--- src/rtl/mem_bus_arbiter.sv ---
// mem_bus_arbiter
//   Shares one AXI-Lite-style memory port between two cache masters
//   (M0 = instruction cache, M1 = data cache). One transaction is in flight
//   at a time; the grant is held from the address phase until the read data
//   or write response handshake completes. Ties go round-robin.
//
// Ports
//   clk, rst                      clock, asynchronous active-low reset
//   m{0,1}_readAddr_*             read address channel from each master
//   m{0,1}_readData_*             read data channel to each master
//   m{0,1}_writeAddr_*            write address channel from each master
//   m{0,1}_writeData_*            write data channel from each master
//   m{0,1}_writeResp_*            write response channel to each master
//   s_*                           slave-side mirror of the five channels
//   grant                         one-hot owner (bit0 = M0, bit1 = M1), 0 when idle
//   busy                          1 whenever a transaction is in progress
//
// state   | meaning
// IDLE    | no owner, all handshakes blocked, arbitrating
// RD_ADDR | forwarding the owner's read address
// RD_DATA | forwarding read data back to the owner
// WR_REQ  | forwarding write address and data, each tracked by a done flag
// WR_RESP | forwarding the write response back to the owner

module mem_bus_arbiter #(
  parameter int ADDR_W = 32,
  parameter int DATA_W = 128,
  parameter int STRB_W = 16,
  parameter int RESP_W = 32
) (
  input  logic              clk,
  input  logic              rst,

  input  logic [ADDR_W-1:0] m0_readAddr_addr,
  input  logic              m0_readAddr_valid,
  output logic              m0_readAddr_ready,
  output logic [DATA_W-1:0] m0_readData_data,
  output logic              m0_readData_valid,
  input  logic              m0_readData_ready,
  input  logic [ADDR_W-1:0] m0_writeAddr_addr,
  input  logic              m0_writeAddr_valid,
  output logic              m0_writeAddr_ready,
  input  logic [DATA_W-1:0] m0_writeData_data,
  input  logic [STRB_W-1:0] m0_writeData_strb,
  input  logic              m0_writeData_valid,
  output logic              m0_writeData_ready,
  output logic [RESP_W-1:0] m0_writeResp_msg,
  output logic              m0_writeResp_valid,
  input  logic              m0_writeResp_ready,

  input  logic [ADDR_W-1:0] m1_readAddr_addr,
  input  logic              m1_readAddr_valid,
  output logic              m1_readAddr_ready,
  output logic [DATA_W-1:0] m1_readData_data,
  output logic              m1_readData_valid,
  input  logic              m1_readData_ready,
  input  logic [ADDR_W-1:0] m1_writeAddr_addr,
  input  logic              m1_writeAddr_valid,
  output logic              m1_writeAddr_ready,
  input  logic [DATA_W-1:0] m1_writeData_data,
  input  logic [STRB_W-1:0] m1_writeData_strb,
  input  logic              m1_writeData_valid,
  output logic              m1_writeData_ready,
  output logic [RESP_W-1:0] m1_writeResp_msg,
  output logic              m1_writeResp_valid,
  input  logic              m1_writeResp_ready,

  output logic [ADDR_W-1:0] s_readAddr_addr,
  output logic              s_readAddr_valid,
  input  logic              s_readAddr_ready,
  input  logic [DATA_W-1:0] s_readData_data,
  input  logic              s_readData_valid,
  output logic              s_readData_ready,
  output logic [ADDR_W-1:0] s_writeAddr_addr,
  output logic              s_writeAddr_valid,
  input  logic              s_writeAddr_ready,
  output logic [DATA_W-1:0] s_writeData_data,
  output logic [STRB_W-1:0] s_writeData_strb,
  output logic              s_writeData_valid,
  input  logic              s_writeData_ready,
  input  logic [RESP_W-1:0] s_writeResp_msg,
  input  logic              s_writeResp_valid,
  output logic              s_writeResp_ready,

  output logic [1:0]        grant,
  output logic              busy
);

  typedef enum logic [2:0] {IDLE, RD_ADDR, RD_DATA, WR_REQ, WR_RESP} state_t;

  state_t r_state, w_state_nxt;
  logic   r_gnt_id, w_gnt_id_nxt;
  logic   r_last_id, w_last_id_nxt;
  logic   r_aw_done, w_aw_done_nxt;
  logic   r_w_done, w_w_done_nxt;

  // Owner's inputs, selected by gnt_id
  logic [ADDR_W-1:0] w_ra_addr, w_wa_addr;
  logic [DATA_W-1:0] w_wd_data;
  logic [STRB_W-1:0] w_wd_strb;
  logic              w_ra_valid, w_rd_ready, w_wa_valid, w_wd_valid, w_wr_ready;

  // Signals headed back to the owner, demuxed below
  logic              w_ra_ready, w_rd_valid, w_wa_ready, w_wd_ready, w_wr_valid;
  logic [DATA_W-1:0] w_rd_data;
  logic [RESP_W-1:0] w_wr_msg;

  logic w_req0, w_req1, w_sel, w_aw_hs, w_wd_hs;

  assign w_ra_addr  = r_gnt_id ? m1_readAddr_addr   : m0_readAddr_addr;
  assign w_ra_valid = r_gnt_id ? m1_readAddr_valid  : m0_readAddr_valid;
  assign w_rd_ready = r_gnt_id ? m1_readData_ready  : m0_readData_ready;
  assign w_wa_addr  = r_gnt_id ? m1_writeAddr_addr  : m0_writeAddr_addr;
  assign w_wa_valid = r_gnt_id ? m1_writeAddr_valid : m0_writeAddr_valid;
  assign w_wd_data  = r_gnt_id ? m1_writeData_data  : m0_writeData_data;
  assign w_wd_strb  = r_gnt_id ? m1_writeData_strb  : m0_writeData_strb;
  assign w_wd_valid = r_gnt_id ? m1_writeData_valid : m0_writeData_valid;
  assign w_wr_ready = r_gnt_id ? m1_writeResp_ready : m0_writeResp_ready;

  assign w_req0 = m0_readAddr_valid | m0_writeAddr_valid;
  assign w_req1 = m1_readAddr_valid | m1_writeAddr_valid;
  // On a tie the master that was not served last wins
  assign w_sel  = (w_req0 & w_req1) ? ~r_last_id : w_req1;

  // Done flags block a channel once its handshake has happened
  assign w_aw_hs = (r_state == WR_REQ) & w_wa_valid & ~r_aw_done & s_writeAddr_ready;
  assign w_wd_hs = (r_state == WR_REQ) & w_wd_valid & ~r_w_done  & s_writeData_ready;

  always_ff @(posedge clk or negedge rst) begin
    if (!rst) begin
      r_state   <= IDLE;
      r_gnt_id  <= 1'b0;
      r_last_id <= 1'b1;
      r_aw_done <= 1'b0;
      r_w_done  <= 1'b0;
    end else begin
      r_state   <= w_state_nxt;
      r_gnt_id  <= w_gnt_id_nxt;
      r_last_id <= w_last_id_nxt;
      r_aw_done <= w_aw_done_nxt;
      r_w_done  <= w_w_done_nxt;
    end
  end

  always_comb begin
    w_state_nxt       = r_state;
    w_gnt_id_nxt      = r_gnt_id;
    w_last_id_nxt     = r_last_id;
    w_aw_done_nxt     = r_aw_done;
    w_w_done_nxt      = r_w_done;
    s_readAddr_addr   = '0;
    s_readAddr_valid  = 1'b0;
    s_readData_ready  = 1'b0;
    s_writeAddr_addr  = '0;
    s_writeAddr_valid = 1'b0;
    s_writeData_data  = '0;
    s_writeData_strb  = '0;
    s_writeData_valid = 1'b0;
    s_writeResp_ready = 1'b0;
    w_ra_ready        = 1'b0;
    w_rd_data         = '0;
    w_rd_valid        = 1'b0;
    w_wa_ready        = 1'b0;
    w_wd_ready        = 1'b0;
    w_wr_msg          = '0;
    w_wr_valid        = 1'b0;

    unique case (r_state)
      IDLE: begin
        if (w_req0 | w_req1) begin
          w_gnt_id_nxt = w_sel;
          // A write from the chosen master takes precedence over its read
          w_state_nxt  = (w_sel ? m1_writeAddr_valid : m0_writeAddr_valid) ? WR_REQ : RD_ADDR;
        end
      end
      RD_ADDR: begin
        s_readAddr_addr  = w_ra_addr;
        s_readAddr_valid = w_ra_valid;
        w_ra_ready       = s_readAddr_ready;
        if (w_ra_valid & s_readAddr_ready) w_state_nxt = RD_DATA;
      end
      RD_DATA: begin
        w_rd_data        = s_readData_data;
        w_rd_valid       = s_readData_valid;
        s_readData_ready = w_rd_ready;
        if (s_readData_valid & w_rd_ready) begin
          w_state_nxt   = IDLE;
          w_last_id_nxt = r_gnt_id;
        end
      end
      WR_REQ: begin
        s_writeAddr_addr  = w_wa_addr;
        s_writeAddr_valid = w_wa_valid & ~r_aw_done;
        w_wa_ready        = s_writeAddr_ready & ~r_aw_done;
        s_writeData_data  = w_wd_data;
        s_writeData_strb  = w_wd_strb;
        s_writeData_valid = w_wd_valid & ~r_w_done;
        w_wd_ready        = s_writeData_ready & ~r_w_done;
        w_aw_done_nxt     = r_aw_done | w_aw_hs;
        w_w_done_nxt      = r_w_done | w_wd_hs;
        if (w_aw_done_nxt & w_w_done_nxt) w_state_nxt = WR_RESP;
      end
      WR_RESP: begin
        w_wr_msg          = s_writeResp_msg;
        w_wr_valid        = s_writeResp_valid;
        s_writeResp_ready = w_wr_ready;
        if (s_writeResp_valid & w_wr_ready) begin
          w_state_nxt   = IDLE;
          w_last_id_nxt = r_gnt_id;
          w_aw_done_nxt = 1'b0;
          w_w_done_nxt  = 1'b0;
        end
      end
      default: w_state_nxt = IDLE;
    endcase
  end

  // The non-granted master sees only zeros
  assign m0_readAddr_ready  = ~r_gnt_id & w_ra_ready;
  assign m0_readData_data   = r_gnt_id ? '0 : w_rd_data;
  assign m0_readData_valid  = ~r_gnt_id & w_rd_valid;
  assign m0_writeAddr_ready = ~r_gnt_id & w_wa_ready;
  assign m0_writeData_ready = ~r_gnt_id & w_wd_ready;
  assign m0_writeResp_msg   = r_gnt_id ? '0 : w_wr_msg;
  assign m0_writeResp_valid = ~r_gnt_id & w_wr_valid;

  assign m1_readAddr_ready  = r_gnt_id & w_ra_ready;
  assign m1_readData_data   = r_gnt_id ? w_rd_data : '0;
  assign m1_readData_valid  = r_gnt_id & w_rd_valid;
  assign m1_writeAddr_ready = r_gnt_id & w_wa_ready;
  assign m1_writeData_ready = r_gnt_id & w_wd_ready;
  assign m1_writeResp_msg   = r_gnt_id ? w_wr_msg : '0;
  assign m1_writeResp_valid = r_gnt_id & w_wr_valid;

  assign busy  = (r_state != IDLE);
  assign grant = busy ? (r_gnt_id ? 2'b10 : 2'b01) : 2'b00;

endmodule

--- config.mk ---
export PLATFORM = sky130hd
export DESIGN_NAME = mem_bus_arbiter
export DESIGN_NICKNAME = d
export VERILOG_FILES = /design/src/rtl/mem_bus_arbiter.sv
export SDC_FILE = /design/constraint.sdc
export NUM_CORES = 1
export LEC_CHECK = 0
export ABC_CLOCK_PERIOD_IN_PS = 1600
export CAP_MARGIN = 20
export CORE_AREA = 2 2 444 446
export DETAILED_ROUTE_END_ITERATION = 16
export DIE_AREA = 0 0 446 448
export GPL_TIMING_DRIVEN = 0
export SLEW_MARGIN = 15
export SYNTH_ARGS = -nofsm -noshare
export SYNTH_HDL_FRONTEND = slang
export SYNTH_SLANG_ARGS = --single-unit
--- constraint.sdc ---
create_clock -name clk -period 1.6 [get_ports clk]
set_input_delay 0.32 -clock clk [delete_from_list [all_inputs] [get_ports clk]]
set_output_delay 0.32 -clock clk [all_outputs]
set_load 0.1 [all_outputs]
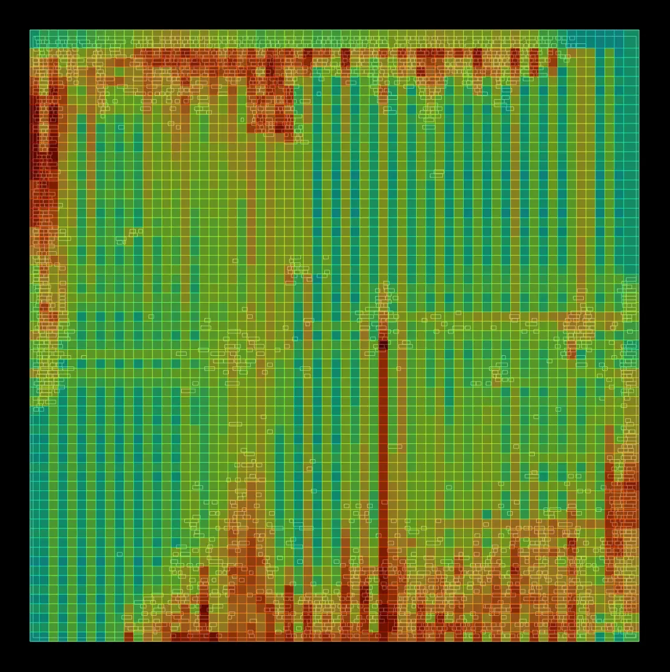
Fig. 1. Routing congestion.
layer with the highest usage: met2
drt wl/cell: 36.1 um
grt met1 use: 18.7%

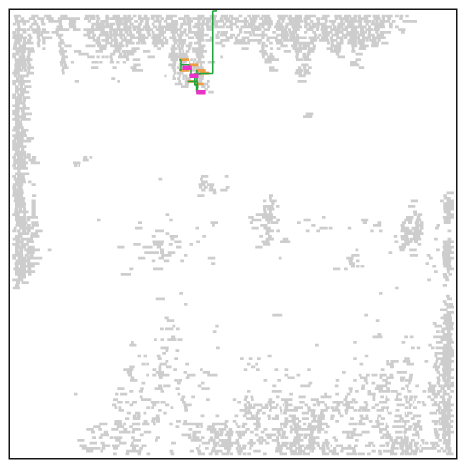
Fig. 2. Clock network drawn from the DEF.
Drawn at 1 px/um.
[magenta] clock-net drivers | count: 3
[green] clock wires | length: 199 um
[orange] flip-flops | count: 7
flops lie: top center

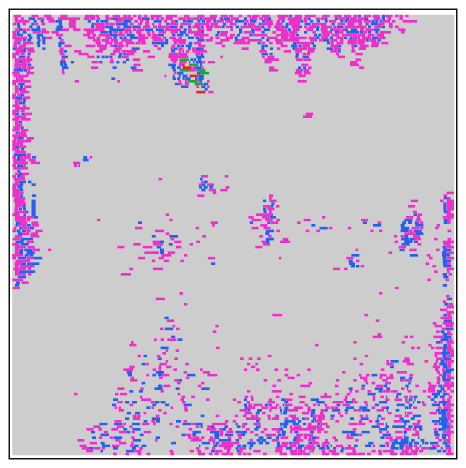
Fig. 3. Cells colored by class.
Drawn at 1 px/um. Fill, decap, tap and diode cells in gray.
[green] registers | cells: 7 | share of their area: 0.61%
[magenta] remaining buffers and delay cells | cells: 1400 | share of their area: 67%
[red] clock drivers and dummy loads | cells: 4 | share of their area: 0.27%
[blue] remaining logic cells | cells: 807 | share of their area: 32%
Final Core Density: 16.7%
row count: 162

==> logic make-up after synthesis <==
| family | share of synthesized area [%] |
|---|---|
| AOI/OAI and AO/OA | 1.71 |
| and+or+nand+nor | 51.5 |
| buffers and inverters | 7.52 |
| muxes | 36.3 |
| DFF | 2.98 |
==> worst max-delay path, stage by stage (launching register included) <==
cell	delay [ns]
dfrtp_2	0.43
or3b_4	0.45
nor2_4	0.17
buf_12	0.19
buf_12	0.13
buf_8	0.12
buf_6	0.11
buf_6	0.09
and2_4	0.14
buf_12	0.16
==> registers in the layout, summed over array words and instances, names as in the netlist <==
signal     count
r_aw_done      1
r_state        3
r_gnt_id       1
r_w_done       1
r_last_id      1
==> stage by stage <==
step,cells,utilization [%]
after CTS,4701,14.7
final,4790,16.7
after global routing,4775,16.7
after global placement,4577,11.8
after floorplan,897,-
after detailed placement,4604,11.9
==> area by class of cell <==
type,count,area (um^2),share of cell area (%)
clock buffer,4,78.8,0.242
buffer,69,1380,4.23
sequential,7,179,0.549
timing repair buffer,1331,18400,56.5
inverter,4,22.5,0.0692
multi-input combinational,803,9250,28.4
antenna,30,75.1,0.231
tap,2542,3180,9.77
==> power breakdown <==
part,internal (mW),switching [mW]
Combinational,25.6,41.3
Clock,0.332,0.0954
Sequential,0.286,0.104
==> what timing repair did <==
| action | 4_1_cts | 5_1_grt |
|---|---|---|
| pin swaps | 27 | 49 |
| resized | 3306 | 1626 |
| gates cloned | 14 | 4 |
| buffers inserted | 86 | 99 |
| setup endpoints to repair | 550 | 553 |
==> routing by layer <==
metal,vias up,part of all wire [%],global-route usage [%]
met5,-,0.33,0.505
met4,88,3.6,2.98
met3,348,10,5.32
met2,916,50,29.1
met1,6638,36,18.7
li1,5614,-,-
==> results.cfg <==
; implementation run metrics
[clock_network]
htree_levels = 1
path_clk_slew_ns = 0.04
clockRootBuffer = clkbuf_16
numClockSinks = 7
clock_latency_ns = 0.23
ctsHoldBuffers = 0
clock_path_buffers = 2
numCtsBuffers = 3

[critical_path]
r2r_end = r_state[1]
cp-startpoint = r_state[2]
critPathRequiredTime_ns = 1.28
ff2ff_setup_slack_ns = -0.51
rr_worst_depth = 7
end_kind = output pin
critPathKind = register to output pin
cp_max_fo = 6
r2r_start = r_gnt_id
critPathCapture = m1_readData_data[78]

[timing]
skew_ns = 0.00277
grt_setup_unrepaired = yes
relSlewSlack_pct = 33.7
fin_ws_ns = -0.970
tns_ns = -405.65
worst-slew-pin-transition_ns = 0.998
finalSetupViolations = 550
fin_crit_ns = 2.57
slew_viol_final = 0
whs_ns = 0.393
finalClockPeriodUsage_pct = 161

[logic_synthesis]
async_flop_share_pct = 100
seq_area_frac_synth_pct = 2.98
yosys.area.top_type = mux2i_1
ff_type = dfrtp_1
ys_warn_count = 0
edf_count = 0
ys_cells = 897
ys.flops = 7
top_area_share_pct = 35.6
synth_nets = 1490
yosys-stat-area_mm2 = 0.00593
topCellsByArea = mux2i_1 36%, and2_1 34%, nor2_1 14%, buf_2 2.9%, dfrtp_1 2.5%
syn_area_mm2 = 0.00593
synth_area_per_cell_um2 = 6.61
synth.distinct_cells = 37

[flow_run]
warnings = 29
maxCapViolCount = 0

[drt]
num_vias = 13604
drt_iter0_drc = 824
first_pass_iters = 5
route.detailed.drc = 0
viasPerCell = 2.84
antenna_left = 0
wl_um = 173000

[grt]
antenna_found_initial = 157
grt.overflow.total = 0
grt_pass1_wl_um = 198000
track_usage_pct = 16.2
grt_pass1_vias = 13137

[layout]
nFillCells = 21395
final_common_cell = clkdlybuf4s50_1
layout-drive-gt1-share_pct = 68.1
final_cell_mix = 592 x clkdlybuf4s50_1, 482 x buf_12, 323 x and2_4, 175 x nor2_4, 123 x mux2i_4
area_growth_pct = 449

[power]
ir_drop_v = 0.00123
power.density_mw_per_mm2 = 2080
leakage_nw = 11.9
power_mw = 67.8

[placement]
hpwl_um = 155000
dp_slack_ns = -2.25
placed_area_mm2 = 0.0232

[status]
violations = negative setup slack
status = finished, violations left

[floorplan]
dieArea_mm2 = 0.200
core-area_mm2 = 0.195
initCoreUtil_pct = 3.05
io_pins = 1139
die_w_um = 446
Power figures rest on the tool's default switching activity, not on a simulated workload.
